File: src/rtl/mips_mem_pkg.sv
// rtl/mips_mem_pkg.sv - shared types and constants for the data-memory access controller
package mips_mem_pkg;

  localparam int WORD_BYTES = 4;
  localparam int OFF_W      = $clog2(WORD_BYTES);

  typedef enum logic [1:0] {
    SZ_BYTE = 2'b00,
    SZ_HALF = 2'b01,
    SZ_WORD = 2'b10,
    SZ_RSVD = 2'b11
  } size_t;

  typedef enum logic [1:0] {
    IDLE  = 2'd0,
    READ  = 2'd1,
    WRITE = 2'd2,
    RESP  = 2'd3
  } mac_state_t;

  // Misaligned or reserved-size requests are rejected without touching memory
  function automatic logic access_err(input size_t size, input logic [OFF_W-1:0] off);
    logic err;
    case (size)
      SZ_BYTE: err = 1'b0;
      SZ_HALF: err = off[0];
      SZ_WORD: err = (off != '0);
      default: err = 1'b1;
    endcase
    return err;
  endfunction

endpackage

File: src/rtl/mem_lane_unit.sv
// rtl/mem_lane_unit.sv - big-endian lane extraction and sub-word merge for one memory word
module mem_lane_unit
  import mips_mem_pkg::*;
(
  input  logic [31:0]      word,
  input  logic [OFF_W-1:0] off,
  input  size_t            size,
  input  logic             sgn,
  input  logic [31:0]      wdata,
  output logic [31:0]      load_val,
  output logic [31:0]      merged
);

  logic [4:0]  sh;
  logic [7:0]  byte_lane;
  logic [15:0] half_lane;
  logic [31:0] lane_mask;
  logic [31:0] lane_data;

  // Shifting left by 8*off brings the addressed lane to the top of the word,
  // which is the most significant end in big-endian order
  always_comb begin
    sh        = {off, 3'b000};
    byte_lane = 8'((word << sh) >> 24);
    half_lane = 16'((word << sh) >> 16);
    lane_mask = 32'h0;
    lane_data = 32'h0;
    load_val  = word;
    merged    = word;
    case (size)
      SZ_BYTE: begin
        load_val  = {{24{sgn & byte_lane[7]}}, byte_lane};
        lane_mask = 32'hFF00_0000 >> sh;
        lane_data = {wdata[7:0], 24'h0} >> sh;
        merged    = (word & ~lane_mask) | (lane_data & lane_mask);
      end
      SZ_HALF: begin
        load_val  = {{16{sgn & half_lane[15]}}, half_lane};
        lane_mask = 32'hFFFF_0000 >> sh;
        lane_data = {wdata[15:0], 16'h0} >> sh;
        merged    = (word & ~lane_mask) | (lane_data & lane_mask);
      end
      SZ_WORD: begin
        load_val = word;
        merged   = wdata;
      end
      default: begin
        load_val = word;
        merged   = word;
      end
    endcase
  end

endmodule

File: src/rtl/mem_access_ctrl.sv
// rtl/mem_access_ctrl.sv - single-outstanding load/store initiator for the 32-bit data memory
module mem_access_ctrl
  import mips_mem_pkg::*;
#(
  parameter int ADDR_W  = 6,
  parameter int MEM_LAT = 1
) (
  input  logic              clk,
  input  logic              rst,
  input  logic              cpu_valid,
  output logic              cpu_ready,
  input  logic              cpu_we,
  input  logic [1:0]        cpu_size,
  input  logic              cpu_signed,
  input  logic [ADDR_W-1:0] cpu_addr,
  input  logic [31:0]       cpu_wdata,
  output logic [31:0]       cpu_rdata,
  output logic              cpu_done,
  output logic              cpu_err,
  output logic [ADDR_W-1:0] mem_address,
  output logic [31:0]       mem_data_in,
  output logic              mem_read,
  output logic              mem_write,
  input  logic [31:0]       mem_data_out
);

  localparam int                CNT_W      = $clog2(MEM_LAT + 1);
  localparam logic [CNT_W-1:0]  CNT_RELOAD = CNT_W'(MEM_LAT - 1);

  mac_state_t       state;
  logic [CNT_W-1:0] cnt;
  logic             r_we;
  size_t            r_size;
  logic             r_sgn;
  logic [OFF_W-1:0] r_off;
  logic [31:0]      r_wdata;

  size_t            req_size;
  logic             req_err;
  logic [31:0]      load_val;
  logic [31:0]      merged;

  // Decode the incoming request for the accept decision
  always_comb begin
    req_size = size_t'(cpu_size);
    req_err  = access_err(req_size, cpu_addr[OFF_W-1:0]);
  end

  assign cpu_ready = ~rst && (state == IDLE);

  mem_lane_unit u_lane (
    .word     (mem_data_out),
    .off      (r_off),
    .size     (r_size),
    .sgn      (r_sgn),
    .wdata    (r_wdata),
    .load_val (load_val),
    .merged   (merged)
  );

  // Access sequencer: every memory phase is held MEM_LAT cycles by the wait counter
  always_ff @(posedge clk or posedge rst) begin
    if (rst) begin
      state       <= IDLE;
      cnt         <= '0;
      r_we        <= 1'b0;
      r_size      <= SZ_BYTE;
      r_sgn       <= 1'b0;
      r_off       <= '0;
      r_wdata     <= 32'h0;
      cpu_rdata   <= 32'h0;
      cpu_done    <= 1'b0;
      cpu_err     <= 1'b0;
      mem_address <= '0;
      mem_data_in <= 32'h0;
      mem_read    <= 1'b0;
      mem_write   <= 1'b0;
    end else begin
      case (state)
        IDLE: begin
          cpu_done <= 1'b0;
          cpu_err  <= 1'b0;
          if (cpu_valid) begin
            r_we    <= cpu_we;
            r_size  <= req_size;
            r_sgn   <= cpu_signed;
            r_off   <= cpu_addr[OFF_W-1:0];
            r_wdata <= cpu_wdata;
            cnt     <= CNT_RELOAD;
            if (req_err) begin
              state    <= RESP;
              cpu_done <= 1'b1;
              cpu_err  <= 1'b1;
            end else if (cpu_we && req_size == SZ_WORD) begin
              state       <= WRITE;
              mem_write   <= 1'b1;
              mem_address <= {cpu_addr[ADDR_W-1:2], 2'b00};
              mem_data_in <= cpu_wdata;
            end else begin
              state       <= READ;
              mem_read    <= 1'b1;
              mem_address <= {cpu_addr[ADDR_W-1:2], 2'b00};
            end
          end
        end
        READ: begin
          if (cnt == '0) begin
            mem_read <= 1'b0;
            cnt      <= CNT_RELOAD;
            if (r_we) begin
              state       <= WRITE;
              mem_write   <= 1'b1;
              mem_data_in <= merged;
            end else begin
              state       <= RESP;
              cpu_done    <= 1'b1;
              cpu_rdata   <= load_val;
              mem_address <= '0;
            end
          end else begin
            cnt <= cnt - 1'b1;
          end
        end
        WRITE: begin
          if (cnt == '0) begin
            state       <= RESP;
            cnt         <= CNT_RELOAD;
            mem_write   <= 1'b0;
            cpu_done    <= 1'b1;
            mem_address <= '0;
            mem_data_in <= 32'h0;
          end else begin
            cnt <= cnt - 1'b1;
          end
        end
        RESP: begin
          state    <= IDLE;
          cnt      <= CNT_RELOAD;
          cpu_done <= 1'b0;
          cpu_err  <= 1'b0;
        end
        default: begin
          state <= IDLE;
        end
      endcase
    end
  end

endmodule

File: config.mk
export PLATFORM = sky130hd
export DESIGN_NAME = mem_access_ctrl
export DESIGN_NICKNAME = d
export VERILOG_FILES = /design/src/rtl/mips_mem_pkg.sv /design/src/rtl/mem_lane_unit.sv /design/src/rtl/mem_access_ctrl.sv
export SDC_FILE = /design/constraint.sdc
export NUM_CORES = 1
export LEC_CHECK = 0
export ABC_AREA = 1
export CORE_MARGIN = 2
export CORE_UTILIZATION = 55
export DETAILED_ROUTE_END_ITERATION = 6
export PLACE_DENSITY = 0.85
export SLEW_MARGIN = 20
export SYNTH_ARGS = -nofsm -noshare
export SYNTH_HDL_FRONTEND = slang
export SYNTH_SLANG_ARGS = --single-unit
File: constraint.sdc
create_clock -name clk -period 9.5 [get_ports clk]
set_clock_uncertainty 0.1 [all_clocks]
set_input_delay 1.425 -clock clk [delete_from_list [all_inputs] [get_ports clk]]
set_output_delay 1.425 -clock clk [all_outputs]
set_load 0.01 [all_outputs]
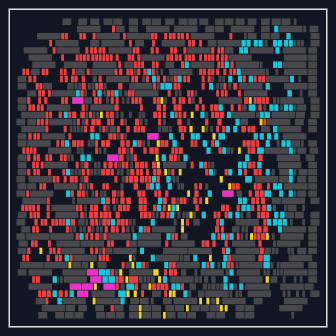
*Gate families picked out, run 1*
Key: yellow = inv cells [cells 52]; red = nand cells [cells 559]; cyan = aoi and oai cells [cells 164]; magenta = fa/ha/maj cells [cells 10]

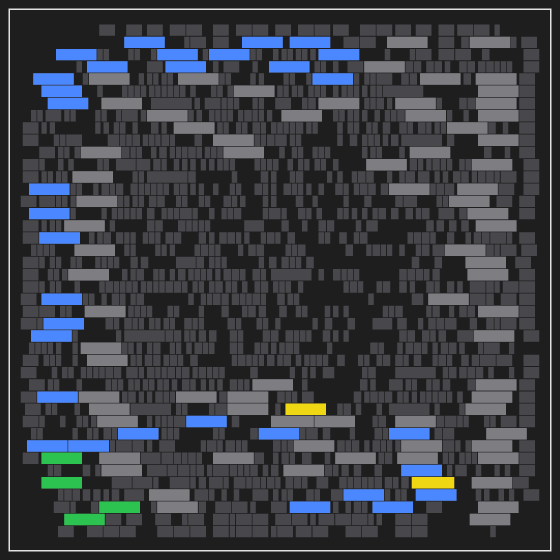
*Register map, names as in the netlist, run 1*
Other sequential cells in the stronger gray, the rest of the logic in the fainter gray.
Key: blue = `mem_data_in` [placed flops 32, where all over the die]; yellow = `r_size` [placed flops 2]; green = `mem_address` [placed flops 4, where south-west]
Another 74 sequential cells are not colored.

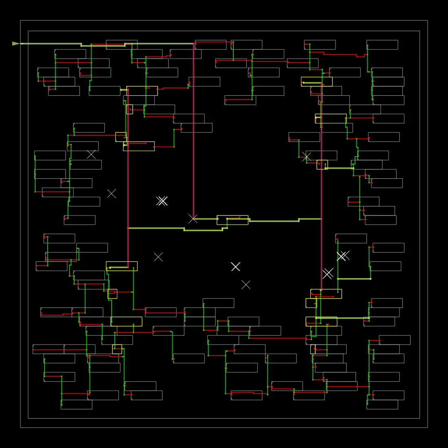
*Clock nets, run 1*
clk_lat worst skew: 0.36 ns
TritonCTS buffer count: 9

==> impl_metrics.tcl, run 1 <==
# place-and-route summary
set metrics [dict create \
    wl_met2_um 11000 \
    htreeDepth 3 \
    logic_area_sq_um 4100 \
    final_area_sq_um 9190 \
    outcome "finished with violations" \
    final_layout_size_suffix_gt1_share_pct 3.07 \
    most_common_cell "nand2_1" \
    hold_start "r_wdata[21]$_DFFE_PP0P_" \
    edf_count 0 \
    clk_share_pct 3.00 \
    cts_resized 0 \
    die_h_um 120 \
    dp_hpwl_um 17100 \
    hold_depth 2 \
    wl_met3_um 2920 \
    seq_cells 112 \
    clock-sinks 112 \
    placed_cells 1461 \
    powerComb_uw 2090 \
    ioPinCount 152 \
    ir_drop_v 0.000215 \
    yosys.area_share.adder_pct 1.69 \
    grt_pass1_wl_um 39600 \
    r2r.worst_path.cells 11 \
    combPwrFrac_pct 62.6 \
    dr.pass1.iters 7 \
    yosys_area_sq_um 7410 \
    core.rowCount 42 \
    ys_seq_share_pct 37.8 \
    clockBufferDepth 2 \
    violations "DRC" \
    place_congestion 0.957 \
    pg_clk_uw 363 \
    simple_gate_area_share_pct 41.9 \
    r2r_end "mem_write$_DFFE_PP0P_" \
    numPortBuffers 149 \
    topCellsByArea "dfrtp_1, nand2_1, nor2_1" \
    p_leak_uw 0.00449 \
    switching_share_pct 50.3 \
    p_clk_share_pct 10.9 \
    required_ns 7.98 \
    cts_hold_buf 0 \
    crit_path_end_kind "output port" \
    avgRoutedWirePerCell_um 16.7 \
    pwr-share-seq_pct 26.5 \
    post-route-worst-setup-slack_ns 5.41 \
    worstMarginPinSlew_ns 1.15 \
    final_nets 1383 \
    drt_iter0_markers 1165 \
    core_area_sq_um 13200 \
    drt-total-wl_um 24600 \
    multi_input_comb_cells 959 \
    common_cells "nand2_1, nor2_1, dfrtp_1" \
    cp-startpoint "rst" \
    lay_top_count "nand2_1" \
    clock_buffers 10 \
    n_antenna_cell 0 \
    period_needed_ns 4.09 \
    yosysWarnings 0 \
    via_count 8383 \
    wl_met1_um 9920 \
    fp_util_pct 56.2 \
    route.detailed.drc 27 \
    yosys_cells 1195 \
    ys_types 27 \
    dominant_cells "multi-input combinational cells" \
    max-cap-violations 0 \
    postCtsSetupBuffers 0 \
    cts_root_buf "clkbuf_16" \
    ff_type "dfrtp_1" \
    path_class "input pin to output port" \
    hold_viol_final 0 \
    sh_comb_area_pct 44.6 \
    async_flop_share_pct 100 \
    synth_area_sq_um 7410 \
    fmax_ghz 0.245 \
    drv_slew 0 \
    flop_area_sq_um 2810 \
    grt_max_degree 68 \
    seq_share_pct 30.5 \
    ys_sh_mux_pct 0 \
    logic_family "simple AND/OR/NAND/NOR gates" \
    hold_end "r_wdata[21]$_DFFE_PP0P_" \
    chip_area_sq_um 14400 \
    fillers 1164 \
]
run 1: cells by family (layout without fill, tap and decap cells):
| group | count (synthesis) | count (layout) |
|---|---|---|
| other cells | 1 | 2 |
| fa+ha+maj | 10 | 10 |
| buf+inv | 125 | 230 |
| flops | 112 | 112 |
| simple gates | 783 | 783 |
| compound gates | 164 | 164 |
run 1: worst max-delay path, cell delays in order:
cell and delay, ns:
clkdlybuf4s50_1 0.47, nor2_1 0.13, clkdlybuf4s50_1 0.54
run 1: metal layers:
layer	vias up	GRT usage [%]
li1	3995	-
met1	3784	48.6
met2	532	52.7
met3	72	6.18
met4	0	15.4
met5	-	0
## Run 2: what changed since run 1
CORE_UTILIZATION = 53   (was 55)
PLACE_DENSITY = 0.82   (was 0.85)
clock period = 4 ns   (was 9.5 ns; I/O delays follow)
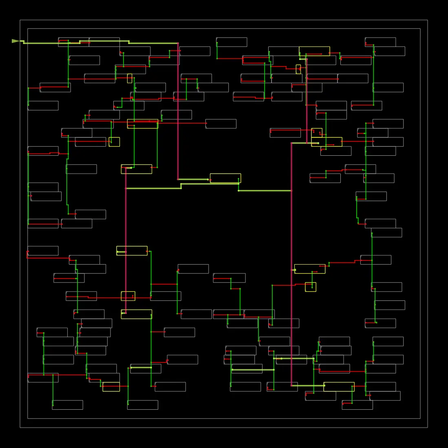
*Clock nets, run 2*
Clock buffer cells: 12
CTS sink count: 112
Clk power: 893 uW

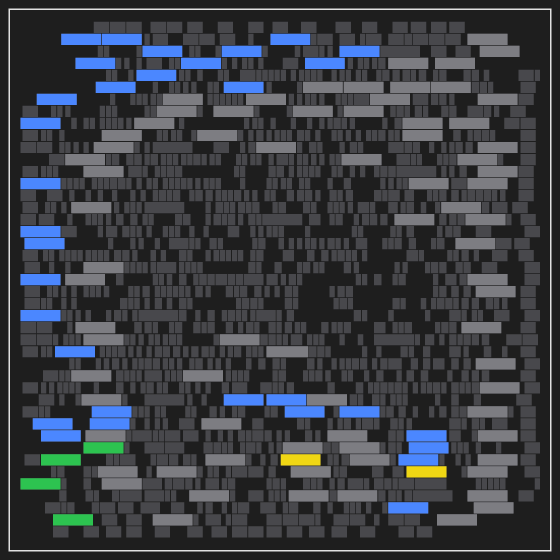
*Register map, names as in the netlist, run 2*
Other sequential cells in the stronger gray, the rest of the logic in the fainter gray.
Key: blue = `mem_data_in` [placed flops 32, where all over the die]; yellow = `r_size` [placed flops 2]; green = `mem_address` [placed flops 4, where south-west]
Another 74 sequential cells are not colored.

==> run 2 against run 1 <==
  * The run now ends clean
  * Worst hold slack better by 0.0035 ns
  * Synthesized cell count unchanged
  * Clock power up 150%
  * Critical path type is now flip-flop to flip-flop
  * Largest power group unchanged
==> impl_metrics.tcl, run 2 <==
# place-and-route summary
set metrics [dict create \
    outcome "finished clean" \
    crit_path_end_kind "flip-flop" \
    grt_pass1_wl_um 39500 \
    r2r.worst_path.cells 10 \
    dominant_cells "multi-input combinational cells" \
    placed_cells 1471 \
    slowest_delay_ns 0.56 \
    ys_types 27 \
    logic_area_sq_um 4100 \
    slowest_stage "inv_1" \
    postCtsSetupBuffers 0 \
    fillers 1312 \
    clk_share_pct 3.07 \
    hold_start "r_wdata[22]$_DFFE_PP0P_" \
    numPortBuffers 149 \
    route.detailed.drc 0 \
    n_antenna_cell 0 \
    max-cap-violations 0 \
    fp_util_pct 53.8 \
    p_leak_uw 0.00454 \
    topCellsByArea "dfrtp_1, nand2_1, nor2_1" \
    flop_area_sq_um 2800 \
    hold_depth 2 \
    htreeDepth 3 \
    edf_count 0 \
    cts_hold_buf 0 \
    common_cells "nand2_1, nor2_1, dfrtp_1" \
    cp_num_cells 10 \
    worstMarginPinSlew_ns 0.969 \
    drv_slew 0 \
    cts_resized 0 \
    grt_max_degree 66 \
    final_nets 1389 \
    place_congestion 1.03 \
    ir_drop_v 0.000337 \
    hold_end "r_wdata[22]$_DFFE_PP0P_" \
    path_class "flip-flop to flip-flop" \
    fmax_ghz 0.345 \
    lay_top_count "nand2_1" \
    critPathMostFrequentCell "inv_1" \
    yosys_area_sq_um 7410 \
    synth_area_sq_um 7410 \
    required_ns 4.20 \
    cp_num_buf_inv 4 \
    final_area_sq_um 9260 \
    grt_use_met3_pct 6.60 \
    multi_input_comb_cells 959 \
    post-route-worst-setup-slack_ns 1.10 \
    cts_made_buffers 9 \
    most_common_cell "nand2_1" \
    cts_root_buf "clkbuf_16" \
    clkLatencyLatePin_ns 0.36 \
    ioPinCount 152 \
    core.rowCount 43 \
    chip_area_sq_um 14900 \
    cp_top_family "buffers and inverters" \
]
## run 2: cell counts after synthesis
Identical to the previous run, type by type.
## run 2: where the power goes
part	total [uW]	internal [uW]	switching [uW]
Clock	893	450	442
Combinational	4920	1860	3060
Sequential	2160	1680	479
Total	7970	3990	3980
## run 2: logic make-up (layout without fill, tap and decap cells)
family | Yosys count | count (layout) | synth area share (%)
compound gates | 164 | 164 | 11.6
fa+ha+maj | 10 | 10 | 1.69
buf+inv | 125 | 236 | 6.97
flops | 112 | 112 | 37.8
other cells | 1 | 2 | 0.0506
simple gates | 783 | 783 | 41.9
## run 2: routing by layer
metal	vias to the layer above	part of all wire, %
li1	4006	-
met1	3790	41
met2	498	44
met3	75	11
met4	0	3.4
met5	-	0
## Run 3: what changed since run 2
clock period = 2.76 ns   (was 4 ns; I/O delays follow)
==> run 3 against run 2 <==
  * First-iteration DRC count increased by 21%
  * Total power rose by 48%
  * Sequential power up 43%
  * Routed wire length grew 2.6%
  * Sequential share of layout area down 0.41 points
  * Design area increased by 1.4%
==> impl_metrics.tcl, run 3 <==
# place-and-route summary
set metrics [dict create \
    outcome "finished clean" \
    logic_family "simple AND/OR/NAND/NOR gates" \
    edf_count 0 \
    r2r.worst_path.cells 8 \
    worstMarginPinSlew_ns 0.887 \
    internal-power_uw 5910 \
    critPathMostFrequentCell "inv_1" \
    numPortBuffers 149 \
    dp_hpwl_um 18300 \
    avgRoutedWirePerCell_um 16.9 \
    cp_top_family "buffers and inverters" \
    yosysWarnings 0 \
    max-cap-violations 0 \
    path_class "flip-flop to output port" \
    die_h_um 122 \
    clock_buffers 11 \
    slowest_delay_ns 0.54 \
    seq_cells 112 \
    clkLatencyLatePin_ns 0.36 \
    slowest_stage "clkdlybuf4s50_1" \
    core_area_sq_um 13800 \
    dr.pass1.iters 6 \
    ys_seq_share_pct 37.8 \
    required_ns 2.25 \
    period_needed_ns 2.47 \
    hold_start "r_wdata[19]$_DFFE_PP0P_" \
    pwr-share-seq_pct 26.2 \
    cp_num_cells 5 \
    hold_depth 2 \
    place_congestion 0.984 \
    switchingPower_uw 5860 \
    fillers 1259 \
    seq-power_uw 3080 \
    drv_slew 0 \
    yosys_cells 1195 \
    most_common_cell "nand2_1" \
    grt_pass1_wl_um 40300 \
    cp-startpoint "state[1]$_DFFE_PP0N_" \
    synth_area_sq_um 7410 \
    cts_made_buffers 9 \
    ir_drop_v 0.000573 \
    final_layout_size_suffix_gt1_share_pct 4.39 \
    topCellsByArea "dfrtp_1, nand2_1, nor2_1" \
    lay_top_count "nand2_1" \
    final_area_sq_um 9380 \
    hold_end "r_wdata[19]$_DFFE_PP0P_" \
    cp_num_buf_inv 3 \
    crit_path_end_kind "output port" \
    p_leak_uw 0.00460 \
    ys_sh_mux_pct 0 \
    placed_cells 1485 \
]
run 3: cell counts after synthesis:
Identical to the previous run, type by type.
run 3: worst register-to-register path, cell delays in order (launching register included):
cell and delay (ns):
dfrtp_1 0.40, inv_1 0.11, ha_1 0.28, nand2_1 0.23
nand3_2 0.24, nor2_2 0.43, inv_2 0.31, nand2_1 0.13
o21ai_0 0.09
run 3: per-layer routing:
metal / up-vias / part of all wire (%) / track usage, %
li1: 4040 / - / -
met3: 59 / 10 / 5.76
met2: 428 / 45 / 53.4
met1: 3805 / 42 / 49.8
met4: 0 / 2.7 / 13.4
met5: - / 0 / 0
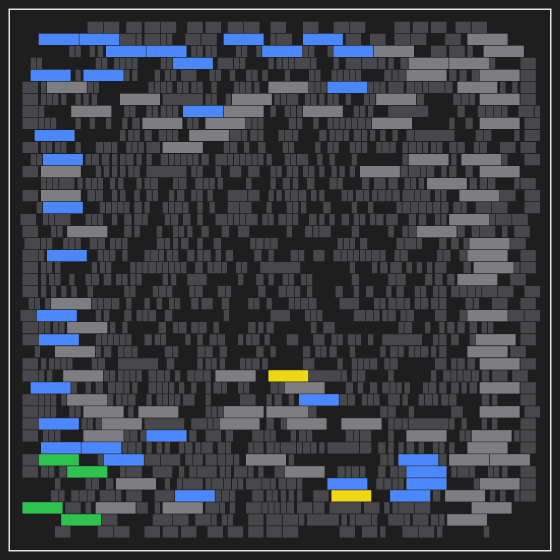
*Register map, names as in the netlist, run 3*
Other sequential cells in the stronger gray, the rest of the logic in the fainter gray.
Key: green = `mem_address` [placed flops 4, where south-west]; blue = `mem_data_in` [placed flops 32, where all over the die]; yellow = `r_size` [placed flops 2]

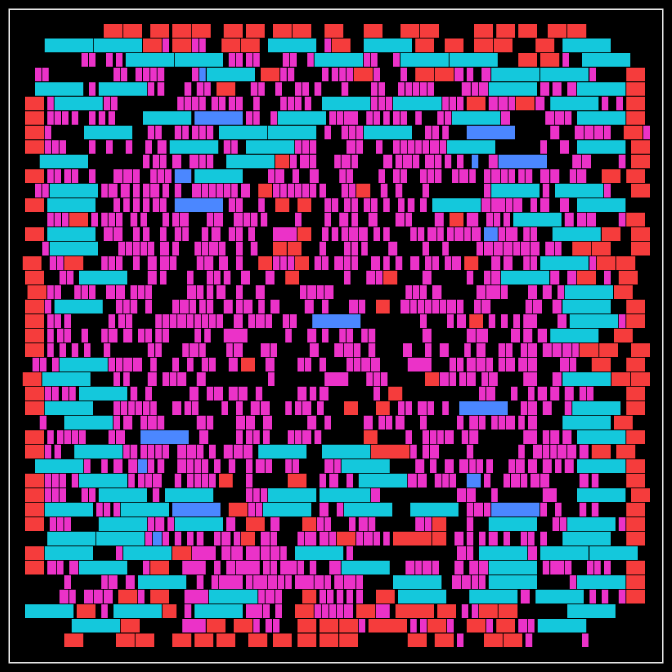
*Cells colored by class, run 3*
Key: magenta = combinational and other logic [cells 1011, share of their area 47%]; red = remaining buffers and delay cells [cells 182, share of their area 20%]; blue = clock drivers and dummy loads [cells 16, share of their area 2.9%]; cyan = sequential cells [cells 112, share of their area 31%]

Power is estimated from default activity; no workload was simulated.
